===== src/rtl/inst_encoder_loader.sv =====
// Encodes one symbolic RV32I instruction per handshake and writes it to
// instruction memory at an auto-incrementing, word-aligned byte address.
// Each request passes through IDLE -> ENC -> WR, so a new request is
// accepted at most once every three cycles.
module inst_encoder_loader #(
    parameter int ADDR_WIDTH = 32,
    parameter int CNT_WIDTH  = 16
) (
    input  logic                  clk,
    input  logic                  rst,
    input  logic                  base_load,
    input  logic [ADDR_WIDTH-1:0] base_addr,
    input  logic                  in_valid,
    output logic                  in_ready,
    input  logic [3:0]            op,
    input  logic [4:0]            rd,
    input  logic [4:0]            rs1,
    input  logic [4:0]            rs2,
    input  logic [31:0]           imm,
    output logic                  mem_we,
    output logic [ADDR_WIDTH-1:0] mem_addr,
    output logic [31:0]           mem_wdata,
    output logic                  err,
    output logic                  err_sticky,
    output logic [CNT_WIDTH-1:0]  wr_count
);

    localparam logic [6:0] OPC_R    = 7'b0110011;
    localparam logic [6:0] OPC_IMM  = 7'b0010011;
    localparam logic [6:0] OPC_LOAD = 7'b0000011;
    localparam logic [6:0] OPC_ST   = 7'b0100011;
    localparam logic [6:0] OPC_BR   = 7'b1100011;
    localparam logic [6:0] OPC_JAL  = 7'b1101111;

    typedef enum logic [1:0] {IDLE, ENC, WR} state_t;

    state_t                state_reg, state_next;
    logic                  accept;

    logic [3:0]            op_reg;
    logic [4:0]            rd_reg, rs1_reg, rs2_reg;
    logic [31:0]           imm_reg;
    logic signed [31:0]    imm_s;

    logic [ADDR_WIDTH-1:0] ptr_reg;
    logic [ADDR_WIDTH-1:0] mem_addr_reg;
    logic [31:0]           mem_wdata_reg;
    logic                  legal_reg;
    logic                  err_sticky_reg;
    logic [CNT_WIDTH-1:0]  wr_count_reg;

    logic [31:0]           enc_word;
    logic                  enc_legal;

    assign imm_s = imm_reg;

    // State register
    always_ff @(posedge clk) begin
        if (rst) begin
            state_reg <= IDLE;
        end else begin
            state_reg <= state_next;
        end
    end

    // Next state and handshake/strobe outputs; rst masks the strobes so a
    // request caught by reset mid-flight never writes or flags an error
    always_comb begin
        state_next = state_reg;
        in_ready   = 1'b0;
        accept     = 1'b0;
        mem_we     = 1'b0;
        err        = 1'b0;
        case (state_reg)
            IDLE: begin
                in_ready = !base_load && !rst;
                accept   = in_valid && in_ready;
                if (accept) begin
                    state_next = ENC;
                end
            end
            ENC: begin
                state_next = WR;
            end
            WR: begin
                mem_we     = legal_reg && !rst;
                err        = !legal_reg && !rst;
                state_next = IDLE;
            end
            default: begin
                state_next = IDLE;
            end
        endcase
    end

    // RV32I encoding and immediate range check on the full signed 32-bit imm
    always_comb begin
        enc_word  = '0;
        enc_legal = 1'b0;
        case (op_reg)
            4'd0: begin
                enc_word  = {7'b0000000, rs2_reg, rs1_reg, 3'b000, rd_reg, OPC_R};
                enc_legal = 1'b1;
            end
            4'd1: begin
                enc_word  = {7'b0100000, rs2_reg, rs1_reg, 3'b000, rd_reg, OPC_R};
                enc_legal = 1'b1;
            end
            4'd2: begin
                enc_word  = {7'b0000000, rs2_reg, rs1_reg, 3'b100, rd_reg, OPC_R};
                enc_legal = 1'b1;
            end
            4'd3: begin
                enc_word  = {7'b0000000, rs2_reg, rs1_reg, 3'b110, rd_reg, OPC_R};
                enc_legal = 1'b1;
            end
            4'd4: begin
                enc_word  = {7'b0000000, rs2_reg, rs1_reg, 3'b111, rd_reg, OPC_R};
                enc_legal = 1'b1;
            end
            4'd5: begin
                enc_word  = {7'b0000000, rs2_reg, rs1_reg, 3'b001, rd_reg, OPC_R};
                enc_legal = 1'b1;
            end
            4'd6: begin
                enc_word  = {7'b0000000, rs2_reg, rs1_reg, 3'b101, rd_reg, OPC_R};
                enc_legal = 1'b1;
            end
            4'd7, 4'd8: begin
                enc_word  = {imm_reg[12], imm_reg[10:5], rs2_reg, rs1_reg,
                             (op_reg == 4'd7) ? 3'b000 : 3'b100,
                             imm_reg[4:1], imm_reg[11], OPC_BR};
                enc_legal = (imm_s >= -4096) && (imm_s <= 4094) && !imm_reg[0];
            end
            4'd9: begin
                enc_word  = {imm_reg[20], imm_reg[10:1], imm_reg[11], imm_reg[19:12],
                             rd_reg, OPC_JAL};
                enc_legal = (imm_s >= -1048576) && (imm_s <= 1048574) && !imm_reg[0];
            end
            4'd10: begin
                enc_word  = {imm_reg[11:0], rs1_reg, 3'b000, rd_reg, OPC_IMM};
                enc_legal = (imm_s >= -2048) && (imm_s <= 2047);
            end
            4'd11: begin
                enc_word  = {imm_reg[11:0], rs1_reg, 3'b010, rd_reg, OPC_LOAD};
                enc_legal = (imm_s >= -2048) && (imm_s <= 2047);
            end
            4'd12: begin
                enc_word  = {imm_reg[11:5], rs2_reg, rs1_reg, 3'b010, imm_reg[4:0], OPC_ST};
                enc_legal = (imm_s >= -2048) && (imm_s <= 2047);
            end
            default: begin
                enc_word  = '0;
                enc_legal = 1'b0;
            end
        endcase
    end

    // Field capture, encode latch, write pointer, counters and sticky error
    always_ff @(posedge clk) begin
        if (rst) begin
            op_reg         <= '0;
            rd_reg         <= '0;
            rs1_reg        <= '0;
            rs2_reg        <= '0;
            imm_reg        <= '0;
            ptr_reg        <= '0;
            mem_addr_reg   <= '0;
            mem_wdata_reg  <= '0;
            legal_reg      <= 1'b0;
            err_sticky_reg <= 1'b0;
            wr_count_reg   <= '0;
        end else begin
            if (state_reg == IDLE && base_load) begin
                ptr_reg <= base_addr & ~ADDR_WIDTH'(3);
            end
            if (accept) begin
                op_reg  <= op;
                rd_reg  <= rd;
                rs1_reg <= rs1;
                rs2_reg <= rs2;
                imm_reg <= imm;
            end
            if (state_reg == ENC) begin
                legal_reg <= enc_legal;
                // Address/data only move for a real write so they hold otherwise
                if (enc_legal) begin
                    mem_addr_reg  <= ptr_reg;
                    mem_wdata_reg <= enc_word;
                end
            end
            if (state_reg == WR) begin
                if (legal_reg) begin
                    ptr_reg      <= ptr_reg + ADDR_WIDTH'(4);
                    wr_count_reg <= wr_count_reg + CNT_WIDTH'(1);
                end else begin
                    err_sticky_reg <= 1'b1;
                end
            end
        end
    end

    assign mem_addr   = mem_addr_reg;
    assign mem_wdata  = mem_wdata_reg;
    assign err_sticky = err_sticky_reg;
    assign wr_count   = wr_count_reg;

endmodule


===== config.mk =====
export PLATFORM = sky130hd
export DESIGN_NAME = inst_encoder_loader
export DESIGN_NICKNAME = d
export VERILOG_FILES = /design/src/rtl/inst_encoder_loader.sv
export SDC_FILE = /design/constraint.sdc
export NUM_CORES = 1
export LEC_CHECK = 0
export CORE_ASPECT_RATIO = 0.5
export CORE_UTILIZATION = 46
export CTS_CLUSTER_SIZE = 20
export DETAILED_ROUTE_END_ITERATION = 12
export PLACE_DENSITY = 0.83
export REMOVE_ABC_BUFFERS = 1
export SLEW_MARGIN = 20
export SYNTH_ARGS = -nofsm -noshare
export SYNTH_HDL_FRONTEND = slang
export SYNTH_SLANG_ARGS = --single-unit
export TNS_END_PERCENT = 100

===== constraint.sdc =====
create_clock -name clk -period 4.95 [get_ports clk]
set_input_delay 0.99 -clock clk [delete_from_list [all_inputs] [get_ports clk]]
set_output_delay 0.99 -clock clk [all_outputs]
set_load 0.01 [all_outputs]

### Signal wires by layer, run 1

The bar under the picture is 50 um long. Two of the layers only.
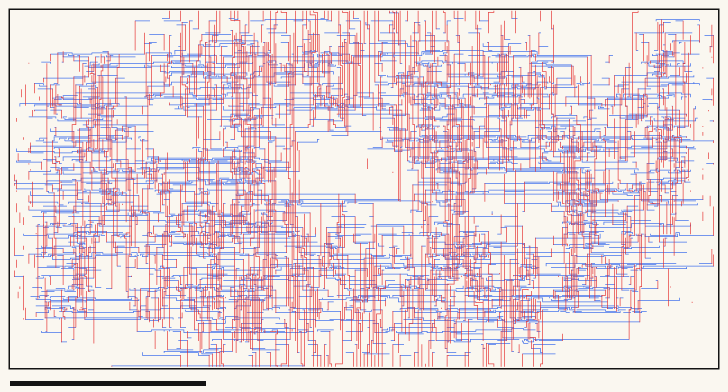
colour	layer	wire length
red	metal 2	9930 um
blue	metal 1	9260 um
aggregate global-route resource usage: 25.2%
post-detailed-routing wire length: 20600 um

### PDN straps and rails, run 1

The bar under the picture is 50 um long. Pins as bars on the die edge. Tap cells in grey.
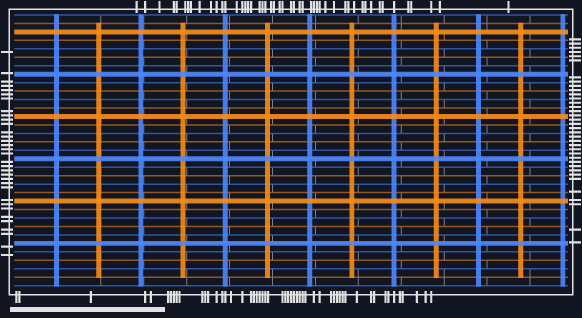
colour	net
blue	VSS
orange	VDD
tap cells	204
rows	32
met4 straps	13
met1 rails	33
signal pins	171
placeable core area: 0.0155 mm^2
largest voltage drop on the vdd net: 243 uV
vertical extent of the die: 91.4 um
Die X-Extent: 181 um

### Cell placement, run 1

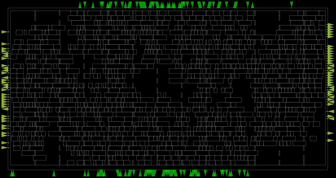
floorplan row count: 32
tally of non-filler cells in the final layout: 1254
registers: 165

==> notes.md, run 1 <==
The synthesis and place-and-route flow finished, so here is a summary.

The mapped netlist covers 0.00735 mm^2. The clock transition at the register clock pins on the worst setup and hold paths after CTS came out at 80 ps. The final count of hold timing violations is 0.

Counting the warning lines in the Yosys log gives 0. The logic area is 0.00368 mm^2. The internal power is 2.23 mW.

The routed design uses 1190 um of met3 wire. The post-placement setup slack is 1470 ps. The biggest power consumer among the groups is registers. The timing-limited maximum frequency came out at 283 MHz. Looking at the area split, the leading class of cells is logic gates. The area of the die is 0.0165 mm^2. The met2 global-route usage is 41.9%. Among logic cells in the layout, the one with the most instances is sky130_fd_sc_hd__clkdlybuf4s50_1.

In the finished design, the share of the clock period the worst path needs comes to 71.4%. The CTS buffer count came out at 17. The number of standard cells after synthesis is 910.

The combinational share of power is 9.2%. The fraction of synthesized cell area taken by the top area cell type is 45.0%. TritonCTS built the clock tree.

Dividing the detail-routed wire length by the instance count gives 16.5 um. In the setup report, the worst path falls into the class flop to flop. The max-capacitance violation count is 0. Switching power as a fraction of the total was reported as 26.1%. The I/O pin count came out at 171. Per the timing report, the most critical flop-to-flop path finishes at mem_wdata[13]$_SDFFE_PP0P_.

The static power due to leakage is 3.18 nW. The fraction of final cell area spent on non-clock buffers in this run is 18.4%. The post-route worst hold slack is 459 ps.

The met3 usage came out at 4.37%. The total of endpoints with negative setup slack in the final report is 0. All stages included, the depth of the critical timing path comes to 7. The worst setup path is launched from a flop. The summed standard-cell area reported by yosys is 0.00735 mm^2.

The cell type that accounts for the most area after synthesis is sky130_fd_sc_hd__dfxtp_1. The critical path required time came out at 5290 ps. The run finished with clean final reports. The number of buffers between clock root and the deepest sink came out at 2.

After Yosys synthesis, XOR and XNOR cells account for 1.55% of the synthesized area. The number of vias per cell after detailed routing came out at 5.83. The post-placement cell area is 0.00905 mm^2.

The total non-filler cell area in the finished layout came out at 0.00963 mm^2. The final timing report derives a shortest allowable period of 3530 ps. The global-route wire length before repair is 33700 um. Summing over the stages, the warning tally comes to 27. The cell depth of the worst flop-to-flop path is 7. In the layout the tool counted multi-input logic cells amounting to 664. The post-synthesis to final-layout area growth came out at 31.1%. The storage element area came out at 0.00330 mm^2. The yosys cell count is 910. The number of buffers inserted by hold repair at cts is 0.

Of all nets on the critical path, the largest fanout is 41. Entering global routing, the biggest net connects 80 pins. The residual DRC count came out at 0. The post-synthesis simple-gate area fraction came out at 23.7%. The total chip power is 3.02 mW. The switching power is 0.788 mW. The library cells used most frequently in the layout, excluding fill and tap cells, are 167 x sky130_fd_sc_hd__clkdlybuf4s50_1, 165 x sky130_fd_sc_hd__dfxtp_1, 154 x sky130_fd_sc_hd__nand2_1, 129 x sky130_fd_sc_hd__a21oi_1, 56 x sky130_fd_sc_hd__o21ai_0. The port buffer count came out at 168.

Across the whole layout, storage elements make up 34.3% of the cell area. The slowest stage of the critical path belongs to the cell sky130_fd_sc_hd__dfxtp_1. The share of the core area taken by cells at floorplan is 47.4%. Summed over all combinational cells, the power is 0.278 mW.

The via count of the first global-routing pass is 6859. The launch point of the critical path was reported as op_reg[1]$_SDFFE_PP0P_. The register area share after synthesis is 45.0%. The number of setup buffers added after CTS came out at 0.

The iteration-0 DRC count of the detailed router came out at 651. STA classifies the critical path endpoint as a flop. The count of flip-flops with a built-in enable after synthesis came out at 0.

Of all the cell area in the finished design, the clock network holds 6.06%. Setup repair after global routing left no endpoint under its margin. In the post-route analysis, the smallest setup slack over all paths is 1420 ps. The logic gate fraction of the total cell area is 38.2%. The met1 global-route usage came out at 32.8%.
## Run 2: what changed since run 1
CORE_UTILIZATION = 45   (was 46)
PLACE_DENSITY = 0.85   (was 0.83)
clock period = 3.2 ns   (was 4.95 ns; I/O delays follow)
==> run 2 against run 1 <==
Effect of this change: count of clock-buffer cells in the layout increased by 5; utilization shrank 0.23 points; critical path depth down 4; combinational power grew 59%; synthesized cell count did not move; final area up 0.92%; highest routed layer unchanged; hold slack got worse by 3.5 ps; clock power grew 51%; first-iteration DRC count grew 10%; global-route usage is essentially flat; cell count is 2.0% higher.
==> notes.md, run 2 <==
The synthesis and place-and-route flow finished, so here is a summary.

The global-route wire length before repair came out at 34300 um (was 33700 um). The number of setup buffers added after CTS is 0 (unchanged). The master cell of the clock root buffer is sky130_fd_sc_hd__clkbuf_16 (unchanged). The family with the most delay on the worst path is buffers and inverters (was simple AND/OR/NAND/NOR gates). The critical path required time came out at 2560 ps (was 5290 ps). The most area-hungry cell type in the Yosys netlist was sky130_fd_sc_hd__dfxtp_1 (unchanged). The launch instance of the worst min-delay path is rs2_reg[4]$_SDFFE_PP0P_ (was imm_reg[5]$_SDFFE_PP0P_).

The number of multi-input combinational cells in the layout came out at 664 (unchanged). The number of vias per cell after detailed routing is 5.76 (was 5.83). The fraction of the core area covered by cells at the end of the flow came to 61.9% (was 62.2%). The startpoint-to-endpoint class of the critical path is input port to output pin (was flop to flop).

The CTS tree is built (unchanged). The number of buffers and inverters on the critical path is 2 (was 1). The number of buffers other than clock buffers in the final layout is 189 (was 181). The cell kind with the greatest summed area is logic gates (unchanged). The cell with the largest stage delay on the worst path is sky130_fd_sc_hd__clkdlybuf4s50_1 (was sky130_fd_sc_hd__dfxtp_1). The final setup TNS was 0 ps (unchanged). The wire length on met1 is 9310 um (was 9260 um). The cell count of the worst hold path came to 2 (unchanged).

The total non-filler cell area in the finished layout is 0.00972 mm^2 (was 0.00963 mm^2). The fraction of synthesized cell area taken by the top area cell type came out at 45.0% (unchanged). The top flip-flop cell by instance count after synthesis is sky130_fd_sc_hd__dfxtp_1 (unchanged). The post-route fraction of the period consumed by the critical path came out at 90.6%. The number of vias in the routed layout is 7361 (was 7310). The actual transition at the worst max-transition pin was 879 ps (was 1120 ps). The capture point of the worst path is in_ready (was mem_wdata[13]$_SDFFE_PP0P_). The via count of the first global-routing pass came to 6952 (was 6859).

The cell type with the highest occurrence count on the critical path is sky130_fd_sc_hd__clkdlybuf4s50_1. The post-layout worst setup margin is 302 ps (was 1420 ps). The internal power came to 3.48 mW (was 2.23 mW). The detailed-route wire length per cell came to 16.2 um (was 16.5 um).

The final critical path time including I/O delays and setup came out at 2900 ps. The endpoint arrival time on the critical path is 2260 ps (was 3870 ps). The number of diodes was 0 (unchanged). The total of endpoints with negative setup slack in the final report is 0 (unchanged).

The port buffer count came to 168 (unchanged). The static power due to leakage came out at 3.22 nW (was 3.18 nW). The critical path's largest stage delay was 650 ps (was 810 ps).

The post-DP HPWL is 14000 um (was 13200 um). The maximum number of pins on one net before global-route repair came out at 81 (was 80). The top metal layer carrying routed signals is met4 (unchanged).

The number of standard cells after synthesis came to 910 (unchanged). The dominant cell by count in the synthesized netlist is sky130_fd_sc_hd__dfxtp_1 (unchanged). The number of iterations in the first detailed-routing pass is 5 (unchanged). The number of OpenROAD warnings is 27 (unchanged).

The path length in cells of the critical path is 3 (was 7). The residual DRC count is 0 (unchanged). The starting density of the core is 46.8% (was 47.4%).

The cell depth of the worst flop-to-flop path came out at 7 (unchanged). The post-placement setup slack was 372 ps (was 1470 ps). The register area share after synthesis came out at 45.0% (unchanged). The power drawn by the sequential cells is 2.19 mW (was 1.42 mW). The area of the die came out at 0.0169 mm^2 (was 0.0165 mm^2).

The source of the worst register-to-register timing path was op_reg[2]$_SDFFE_PP0P_ (was op_reg[1]$_SDFFE_PP0P_). The sequential cell count is 165 (unchanged). The critical path startpoint is base_load (was op_reg[1]$_SDFFE_PP0P_).

The met2 global-route usage came to 43.1% (was 41.9%). The max-slew violation count came to 0 (unchanged). The weighted congestion reported at the end of routability-driven placement is 0.847 (was 0.833).

The maximum fanout along the worst path came out at 3 (was 41). The endpoint of the worst register-to-register path is mem_wdata[12]$_SDFFE_PP0P_ (was mem_wdata[13]$_SDFFE_PP0P_). The number of buffers inserted by hold repair at cts is 0 (unchanged).

The tally of clock buffers in the finished layout is 22 (was 17). The switching share of power is 24.5% (was 26.1%). Synth top area cells: sky130_fd_sc_hd__dfxtp_1 45%, sky130_fd_sc_hd__a21oi_1 8.8%, sky130_fd_sc_hd__nand2_1 7.9% (unchanged).

The fraction of final layout cells with drive strength greater than 1 is 7.56% (was 7.14%). The clock transition at the register clock pins on the worst setup and hold paths after CTS is 60 ps (was 80 ps). The worst reg-to-reg setup slack came to 450 ps (was 1420 ps). The nature of the critical path startpoint is an input port (was flop). The most frequent logic cell in the layout is sky130_fd_sc_hd__clkdlybuf4s50_1 (unchanged). The peak-usage layer in the global routing report was met2 (unchanged). The dominant kind of combinational cell is AND-OR/OR-AND gates (unchanged). The remaining number of nets flagged by the antenna check after routing is 0 (unchanged).

The total wire length after detailed routing is 20700 um (was 20600 um). The post-synthesis area per instance came to 8.07 um^2 (unchanged). The number of buffers between clock root and the deepest sink is 2 (unchanged). The switching power came out at 1.13 mW (was 0.788 mW).

The yosys cell count is 910 (unchanged). The met1 global-route usage came out at 32.4% (was 32.8%). The met3 usage came out at 3.85% (was 4.37%). The xor-xnor portion of the synthesized cell area is 1.55% (unchanged). The summed instance area of the synthesized netlist is 0.00735 mm^2 (unchanged).

The iteration-0 DRC count of the detailed router is 718 (was 651). The logic gate fraction of the total cell area was 37.9% (was 38.2%). The buffer share of cell area is 19.1% (was 18.4%). The post-synthesis to final-layout area growth is 32.3% (was 31.1%). The CTS buffer count is 17 (unchanged). The count of yosys warnings during synthesis came out at 0 (unchanged). The clock tree cell share of total cell area is 5.86% (was 6.06%). The areal power density over the cells is 475 mW/mm^2 (was 313 mW/mm^2).

The remaining max-slew budget at the tightest pin came out at 41.4% (was 25.1%). The post-route worst hold slack came out at 455 ps (was 459 ps). The depth of the CTS H-tree was 4 (unchanged). The CTS sink count is 165 (unchanged). Result of the run: complete, no violations (unchanged). The number of antenna violations at the first check in global routing is 0 (unchanged). Commonest cells post-synth: 165 x sky130_fd_sc_hd__dfxtp_1, 155 x sky130_fd_sc_hd__nand2_1, 129 x sky130_fd_sc_hd__a21oi_1 (unchanged). The overall routing resource usage came out at 25.1% (was 25.2%).

The biggest power consumer among the groups is registers (unchanged). The number of synthesized register bits came to 165 (unchanged). The critical path capture point type is an output pin (was flop). The type of the tightest min-delay check is flop to flop (unchanged). The adder and majority gate portion of the synthesized area is 0.341% (unchanged).

The endpoint with the worst hold slack is rs2_reg[4]$_SDFFE_PP0P_ (was imm_reg[5]$_SDFFE_PP0P_). Critical Path, Cell by Cell: clkdlybuf4s50_1, nor4_1, clkdlybuf4s50_1 (was nor2_1, and3_1, o21ai_1, a211o_1, buf_4, nand2_1, a311oi_1). The max-capacitance violation count is 0 (unchanged). The portion of netlist area occupied by mux cells came out at 0.460% (unchanged). The routed length on met2 is 10100 um (was 9930 um). The number of distinct library cells after synthesis came out at 59 (unchanged). The final count of hold timing violations came out at 0 (unchanged). The sum of met3 wire segment lengths after detailed routing came to 1010 um (was 1190 um). The timing-limited maximum frequency is 345 MHz. The share of synthesized cell area in and-or and or-and compound cells came out at 23.9% (unchanged).

Unrepaired setup endpoints after global routing: false (unchanged). The post-cts resize count came out at 0 (unchanged). The post-synthesis simple-gate area fraction came out at 23.7% (unchanged). The fraction of registers with async set or reset after synthesis is 0% (unchanged). The count of flip-flops with a built-in enable after synthesis came out at 0 (unchanged). Most frequent logic cells in the routed design: 167 x sky130_fd_sc_hd__clkdlybuf4s50_1, 165 x sky130_fd_sc_hd__dfxtp_1, 154 x sky130_fd_sc_hd__nand2_1, 129 x sky130_fd_sc_hd__a21oi_1, 57 x sky130_fd_sc_hd__o21ai_0 (was 167 x sky130_fd_sc_hd__clkdlybuf4s50_1, 165 x sky130_fd_sc_hd__dfxtp_1, 154 x sky130_fd_sc_hd__nand2_1, 129 x sky130_fd_sc_hd__a21oi_1, 56 x sky130_fd_sc_hd__o21ai_0). The storage element area was 0.00330 mm^2 (unchanged).

The I/O pin count came to 171 (unchanged). The total chip power is 4.62 mW (was 3.02 mW). The sequential group share of total power is 47.4% (was 46.9%). The number of nets in the finished design came out at 1134 (was 1126).

The number of rows in the core area is 32 (unchanged). The total combinational power is 0.441 mW (was 0.278 mW). The number of placed instances with taps included came out at 1247 (was 1222).

The overall overflow remaining after global route was 0 (unchanged). The logic area is 0.00368 mm^2 (about the same). The combinational share of power is 9.6% (was 9.2%).

The placement-stage cell area came out at 0.00915 mm^2 (was 0.00905 mm^2). The summed standard-cell area reported by yosys is 0.00735 mm^2 (unchanged). The number of signal-net inverters in the final layout is 8 (unchanged).
### Clock wires, drivers and flops, run 2

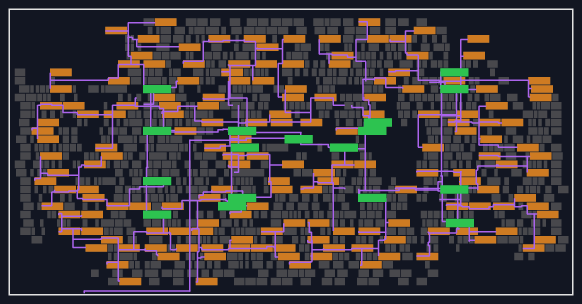
[green] clock drivers | count: 17
[orange] flip-flops | count: 165
[purple] clock wires | length: 1970 um
flops lie	spread over the die
routed clock nets	18
clock network power: 1.99 mW
Worst Skew: 12.3 ps
clock latency on the worst-skew pair: 410 ps
clock share of power: 43.0%

### PDN straps and rails, run 2

The bar under the picture is 50 um long. Pins as bars on the die edge. Tap cells in grey.
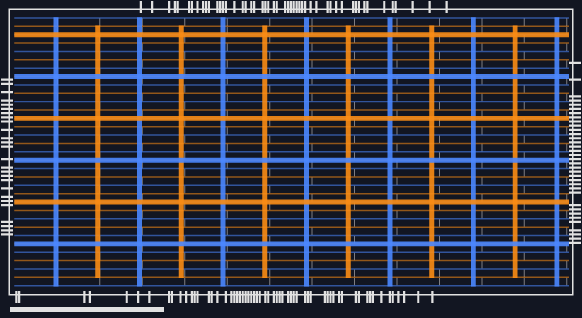
colour	net
orange	VDD
blue	VSS
met4 straps	13
rows	32
met1 rails	33
signal pins	171
Die X-Extent: 183 um
vertical extent of the die: 92.4 um
largest voltage drop on the vdd net: 435 uV
placeable core area: 0.0157 mm^2

### Cell placement, run 2

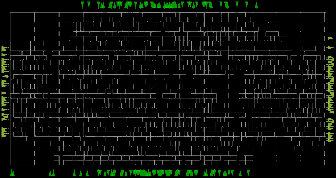
number of tap cells added at floorplan: 221
tally of non-filler cells in the final layout: 1279
proportion of cell area occupied by registers: 34.0%
# fillers: 1314

No activity file was given, so power comes from the tool's default toggle rates.
